<file path="src/rtl/booth_r8_pkg.sv">
// booth_r8_pkg: shared types and sizing helpers for the radix-8 Booth multiplier.
package booth_r8_pkg;
   typedef enum logic [1:0] {IDLE, PRE, ITER, DONE} state_t;
   typedef enum logic [3:0] {ZERO, P1, P2, P3, P4, M1, M2, M3, M4} dsel_t;
   // Radix-8 digit count, wide enough to include the unsigned zero-extension bit.
   function automatic int num_pp(input int n);
      return (n + 3) / 3;
   endfunction
endpackage

</file>
<file path="src/rtl/booth_r8_seq_mult_if.sv">
// booth_r8_seq_mult_if: operand/result handshake bundle for the Booth multiplier.
interface booth_r8_seq_mult_if #(
   parameter int N = 16
);
   logic in_valid, in_ready, is_signed, out_valid, out_ready, busy;
   logic [N-1:0] a, b;
   logic [2*N-1:0] prod;
   modport master (output in_valid, a, b, is_signed, out_ready, input in_ready, out_valid, prod, busy);
   modport slave (input in_valid, a, b, is_signed, out_ready, output in_ready, out_valid, prod, busy);
endinterface

</file>
<file path="src/rtl/booth_r8_digit_sel.sv">
// booth_r8_digit_sel: recodes one 4-bit overlapping radix-8 digit into a signed multiple of A.
module booth_r8_digit_sel
   import booth_r8_pkg::*;
#(
   parameter int N = 16
) (
   input  logic [3:0]   digit,
   input  logic [N+2:0] a,
   input  logic [N+2:0] a3,
   output logic [N+3:0] m
);
   dsel_t sel;
   logic [N+3:0] ax, a3x, mag;
   always_comb begin
      case (digit)
         4'b0001, 4'b0010: sel = P1;
         4'b0011, 4'b0100: sel = P2;
         4'b0101, 4'b0110: sel = P3;
         4'b0111:          sel = P4;
         4'b1000:          sel = M4;
         4'b1001, 4'b1010: sel = M3;
         4'b1011, 4'b1100: sel = M2;
         4'b1101, 4'b1110: sel = M1;
         default:          sel = ZERO;
      endcase
   end
   assign ax  = {a[N+2], a};
   assign a3x = {a3[N+2], a3};
   assign mag = (sel == P1 || sel == M1) ? ax :
                (sel == P2 || sel == M2) ? ax << 1 :
                (sel == P3 || sel == M3) ? a3x :
                (sel == P4 || sel == M4) ? ax << 2 : '0;
   assign m = (sel == M1 || sel == M2 || sel == M3 || sel == M4) ? -mag : mag;
endmodule

</file>
<file path="src/rtl/booth_r8_seq_mult.sv">
// booth_r8_seq_mult: sequential radix-8 Booth multiplier retiring one digit per cycle,
// with per-operation signed/unsigned selection and valid/ready handshakes.
module booth_r8_seq_mult
   import booth_r8_pkg::*;
#(
   parameter int N = 16
) (
   input logic clk,
   input logic rst,
   booth_r8_seq_mult_if.slave bus
);
   localparam int P  = num_pp(N);
   localparam int T  = 3 * P;
   localparam int W  = N + 4 + T;
   localparam int CW = $clog2(P + 1);
   state_t state;
   logic [N-1:0] a_r, b_r;
   logic sgn_r;
   logic [N+2:0] a_x, a_e, a3_r;
   logic [N+3:0] q_r, m;
   logic [W-1:0] acc, acc_nxt;
   logic signed [W-1:0] sum;
   logic [CW-1:0] cnt;
   logic [2*N-1:0] prod_r;
   assign a_x = {{3{sgn_r & a_r[N-1]}}, a_r};
   booth_r8_digit_sel #(.N(N)) u_sel (.digit(q_r[3:0]), .a(a_e), .a3(a3_r), .m(m));
   // Multiple lands on the top field; the shift brings the next digit's weight into place.
   assign sum     = acc + {m, {T{1'b0}}};
   assign acc_nxt = sum >>> 3;
   assign bus.in_ready  = state == IDLE;
   assign bus.out_valid = state == DONE;
   assign bus.busy      = state != IDLE;
   assign bus.prod      = prod_r;
   always_ff @(posedge clk or negedge rst) begin
      if (!rst) begin
         state  <= IDLE;
         a_r    <= '0;
         b_r    <= '0;
         sgn_r  <= 1'b0;
         a_e    <= '0;
         a3_r   <= '0;
         q_r    <= '0;
         acc    <= '0;
         cnt    <= '0;
         prod_r <= '0;
      end else begin
         case (state)
            IDLE: if (bus.in_valid) begin
               a_r   <= bus.a;
               b_r   <= bus.b;
               sgn_r <= bus.is_signed;
               state <= PRE;
            end
            PRE: begin
               a_e   <= a_x;
               a3_r  <= a_x + {a_x[N+1:0], 1'b0};
               q_r   <= {{3{sgn_r & b_r[N-1]}}, b_r, 1'b0};
               acc   <= '0;
               cnt   <= '0;
               state <= ITER;
            end
            ITER: if (cnt == CW'(P)) begin
               prod_r <= acc[2*N-1:0];
               state  <= DONE;
            end else begin
               acc <= acc_nxt;
               q_r <= {{3{q_r[N+3]}}, q_r[N+3:3]};
               cnt <= cnt + 1'b1;
            end
            DONE: if (bus.out_ready) state <= IDLE;
            default: state <= IDLE;
         endcase
      end
   end
endmodule

</file>
<file path="src/flat_wrapper.sv">
// flat-port wrapper written by rule: the top's interface ports become plain ports
module booth_r8_seq_mult_flat import booth_r8_pkg::*;
#(
   parameter int N = 16
)
  (clk, rst, bus_in_valid, bus_a, bus_b, bus_is_signed, bus_out_ready, bus_in_ready, bus_out_valid, bus_prod, bus_busy);
  booth_r8_seq_mult_if #(.N(N)) bus_i ();
  input logic clk;
  input logic rst;
  input wire logic [$bits(bus_i.in_valid)-1:0] bus_in_valid;
  input wire logic [$bits(bus_i.a)-1:0] bus_a;
  input wire logic [$bits(bus_i.b)-1:0] bus_b;
  input wire logic [$bits(bus_i.is_signed)-1:0] bus_is_signed;
  input wire logic [$bits(bus_i.out_ready)-1:0] bus_out_ready;
  output wire logic [$bits(bus_i.in_ready)-1:0] bus_in_ready;
  output wire logic [$bits(bus_i.out_valid)-1:0] bus_out_valid;
  output wire logic [$bits(bus_i.prod)-1:0] bus_prod;
  output wire logic [$bits(bus_i.busy)-1:0] bus_busy;
  assign bus_i.in_valid = bus_in_valid;
  assign bus_i.a = bus_a;
  assign bus_i.b = bus_b;
  assign bus_i.is_signed = bus_is_signed;
  assign bus_i.out_ready = bus_out_ready;
  assign bus_in_ready = bus_i.in_ready;
  assign bus_out_valid = bus_i.out_valid;
  assign bus_prod = bus_i.prod;
  assign bus_busy = bus_i.busy;
  booth_r8_seq_mult #(.N(N)) u_core (.clk(clk), .rst(rst), .bus(bus_i));
endmodule
</file>
<file path="config.mk">
export PLATFORM = sky130hd
export DESIGN_NAME = booth_r8_seq_mult_flat
export DESIGN_NICKNAME = d
export VERILOG_FILES = /design/src/rtl/booth_r8_pkg.sv /design/src/rtl/booth_r8_seq_mult_if.sv /design/src/rtl/booth_r8_digit_sel.sv /design/src/rtl/booth_r8_seq_mult.sv /design/src/flat_wrapper.sv
export SDC_FILE = /design/constraint.sdc
export NUM_CORES = 1
export LEC_CHECK = 0
export ABC_AREA = 1
export ABC_CLOCK_PERIOD_IN_PS = 5100
export CAP_MARGIN = 20
export CELL_PAD_IN_SITES_DETAIL_PLACEMENT = 0
export CELL_PAD_IN_SITES_GLOBAL_PLACEMENT = 2
export CORE_ASPECT_RATIO = 1.25
export CORE_MARGIN = 1
export CORE_UTILIZATION = 36
export DETAILED_ROUTE_END_ITERATION = 8
export PLACE_DENSITY = 0.82
export SYNTH_ARGS = -nofsm -noshare
export SYNTH_HDL_FRONTEND = slang
export SYNTH_SLANG_ARGS = --single-unit
</file>
<file path="constraint.sdc">
create_clock -name clk -period 5.1 [get_ports clk]
set_input_delay 1.275 -clock clk [delete_from_list [all_inputs] [get_ports clk]]
set_output_delay 1.275 -clock clk [all_outputs]
set_load 0.005 [all_outputs]
</file>
Figure 1. Cell outlines without signal wires.
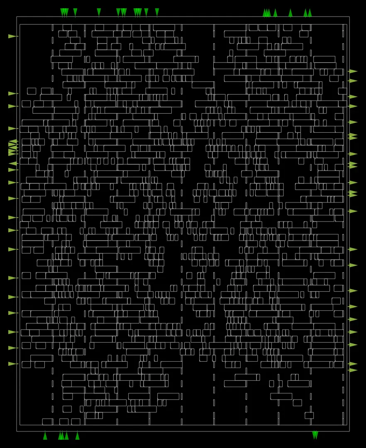
Core Footprint: 0.0240 mm^2
number of flip-flops and latches: 158
row count: 63
final core area utilization: 43.9%

Figure 2. Wiring heat map.
The die is cut into 28 by 35 equal tiles; black is low, pale yellow is high, scaled to the fullest tile. Values are wire area over tile area, all layers added.
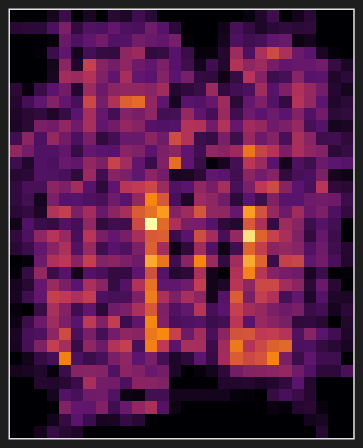
- tiles over half the peak: 8.3%
- nearly empty tiles: 13%
- densest ninth of the die: middle
- fullest tile: 0.49
- mean over tiles: 0.12
global routing usage summed across all routing layers: 17.1%
total via count after detailed routing: 6970
Final Routed Wirelength: 19800 um
WL per Instance: 13.6 um

==> results.txt <==
Notes on the flow run.

- STA classifies the critical path startpoint as a flip-flop.
- The maximum frequency from static timing analysis is 228 MHz, for reference.
- The worst-case clock skew is 0.0106 ns, for reference.
- sky130_fd_sc_hd__nand2_1 is the most common cell in the netlist.
- In this run, the synthesized area fraction spent on AND-OR/OR-AND gates is recorded as 12.7%.
- The floorplan report gives the top-level pin count as 72.
- The total nets after synthesis is 1140, for reference.
- The detailed-placement wirelength estimate is 14500 um, for reference.
- The number of cells on the worst hold path is 2, for reference.
- The number of diodes is 0, for reference.
- In this run the number of H-tree levels came out at 4.
- Clock tree synthesis selected as its root buffer the cell sky130_fd_sc_hd__clkbuf_16.
- The number of well-tap cells placed is 325, for reference.
- The global-route layer with the greatest usage is met2, for reference.
- The flow ran to the end, and the final reports show no timing, DRC or antenna violations.
- Per the detail_route report, vias per standard cell equal 4.79.
- The critical path capture point type is a flip-flop, for reference.
- Input and output buffers added on the ports amount to 71.
- The class of the tightest hold or removal check is reg2reg, for reference.
- The placed cell area is 0.00992 mm^2, for reference.
- The violation count after the first detailed-routing iteration is 333, for reference.
- The horizontal extent of the die is 142 um, for reference.
- The endpoint of the most critical register-to-register path is u_core.acc[36], for reference.
- The TritonCTS clock tree is built, for reference.
- Non-clock buffering takes up 7.70% of total cell area after layout.
- The average cell area after synthesis is 8.42 um^2, for reference.
- The registers of the reported paths see a clock transition of 0.07 ns.
- The most common library cell in the layout ignoring fill and taps is sky130_fd_sc_hd__nand2_1, for reference.
- The async set or reset register ratio after synthesis is 100%, for reference.
- In the finished layout, the clock tree contains a buffer count of 17.
- The path with the worst hold slack has its endpoint at u_core.bus.prod[12].
- The pin slew with the least headroom to its limit is 0.977 ns, for reference.
- The source of the worst register-to-register timing path is u_core.q_r[0], for reference.
- Buffers inserted to repair hold after CTS numbered 0.
- The number of maximum-capacitance constraint violations is 0, for reference.
- The minimum setup slack among reg-to-reg paths is 0.72 ns, for reference.
- The setup-violating endpoint count in the final report is 0, for reference.
- The number of cells in the yosys synthesis report is 1053, for reference.
- The netlist area before placement is 0.00886 mm^2, for reference.
- Measured in cells, the most critical reg-to-reg path has a length of 30.
- Max-slew check failures listed in the final report amount to 0.
- Multi-input combinational cells in the finished layout were counted as 743.
- The tally of non-filler cells in the final layout is 1454, for reference.
- The final hold violation count is 0, for reference.
- The final critical path takes up 85.9% of the cycle.
- The post-layout net count is 1204, for reference.
- The synthesized netlist cell count is 1053, for reference.
- The combinational share of cell area is 41.1%, for reference.
- Post-CTS repair ended up resizing 0 cells.
- The fill cell instance count of the final layout is 2447, for reference.
- The endpoint arrival time on the critical path is 4.70 ns, for reference.
- The count of cell types in the netlist is 45, for reference.
- The class occupying the most area after layout is reported as multi-input combinational cells.
- The origin of the worst min-delay path is u_core.bus.prod[12], for reference.
- The path type of the worst setup path is reg2reg, for reference.
- The met3 layer wire length in the routed design is 434 um, for reference.
- The most common cell type on the critical path is sky130_fd_sc_hd__nand2_1, for reference.
- The layout cell share with drive strength beyond 1 is 10.8%, for reference.
- The sequential-to-total area share from yosys stat is 44.6%, for reference.
- The number of global-route vias before repair is 6981, for reference.
- Sorting the synthesized cells by area gives the leading types as sky130_fd_sc_hd__dfrtp_1 45%, sky130_fd_sc_hd__nand2_1 11%, sky130_fd_sc_hd__ha_1 6.8%, sky130_fd_sc_hd__o21ai_0 5.2%, sky130_fd_sc_hd__inv_1 4.4%.
- The pin count of the biggest net entering global routing is 102, for reference.
Figure 3. Placement by cell class.
The bar under the picture is 50 um long. Fill, decap, tap and diode cells in gray.
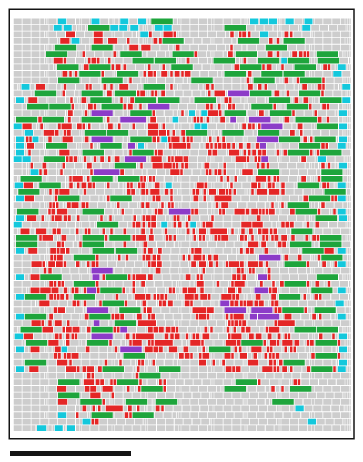
- clock drivers and dummy loads: purple (cells 31; share of their area 6.0%)
- remaining buffers and delay cells: cyan (cells 84; share of their area 8.0%)
- combinational and other logic: red (cells 856; share of their area 47%)
- sequential cells: green (cells 158; share of their area 39%)
register share of the cell area: 37.6%
post-route cell area: 0.0105 mm^2

[worst max path at each step]
stage	startpoint	to	cells after the start
4_1_cts	u_core.q_r[0]	u_core.acc[36]	30
2_1_floorplan	u_core.q_r[0]	u_core.acc[30]	24
6_report	u_core.q_r[0]	u_core.acc[36]	30
5_1_grt	u_core.q_r[0]	u_core.acc[36]	30
3_3_place_gp	u_core.q_r[0]	u_core.acc[36]	30
3_5_place_dp	u_core.q_r[0]	u_core.acc[36]	30
[worst max-delay path: cells and delay by family, from the launching register on]
family                   cells  cell delay (ns)
XOR/XNOR                     1             0.12
AND-OR/OR-AND                1             0.07
adder cells (fa/ha/maj)      2             0.60
AND/OR/NAND/NOR             21             2.64
flip-flops                   1             0.37
buffers and inverters        5             0.46
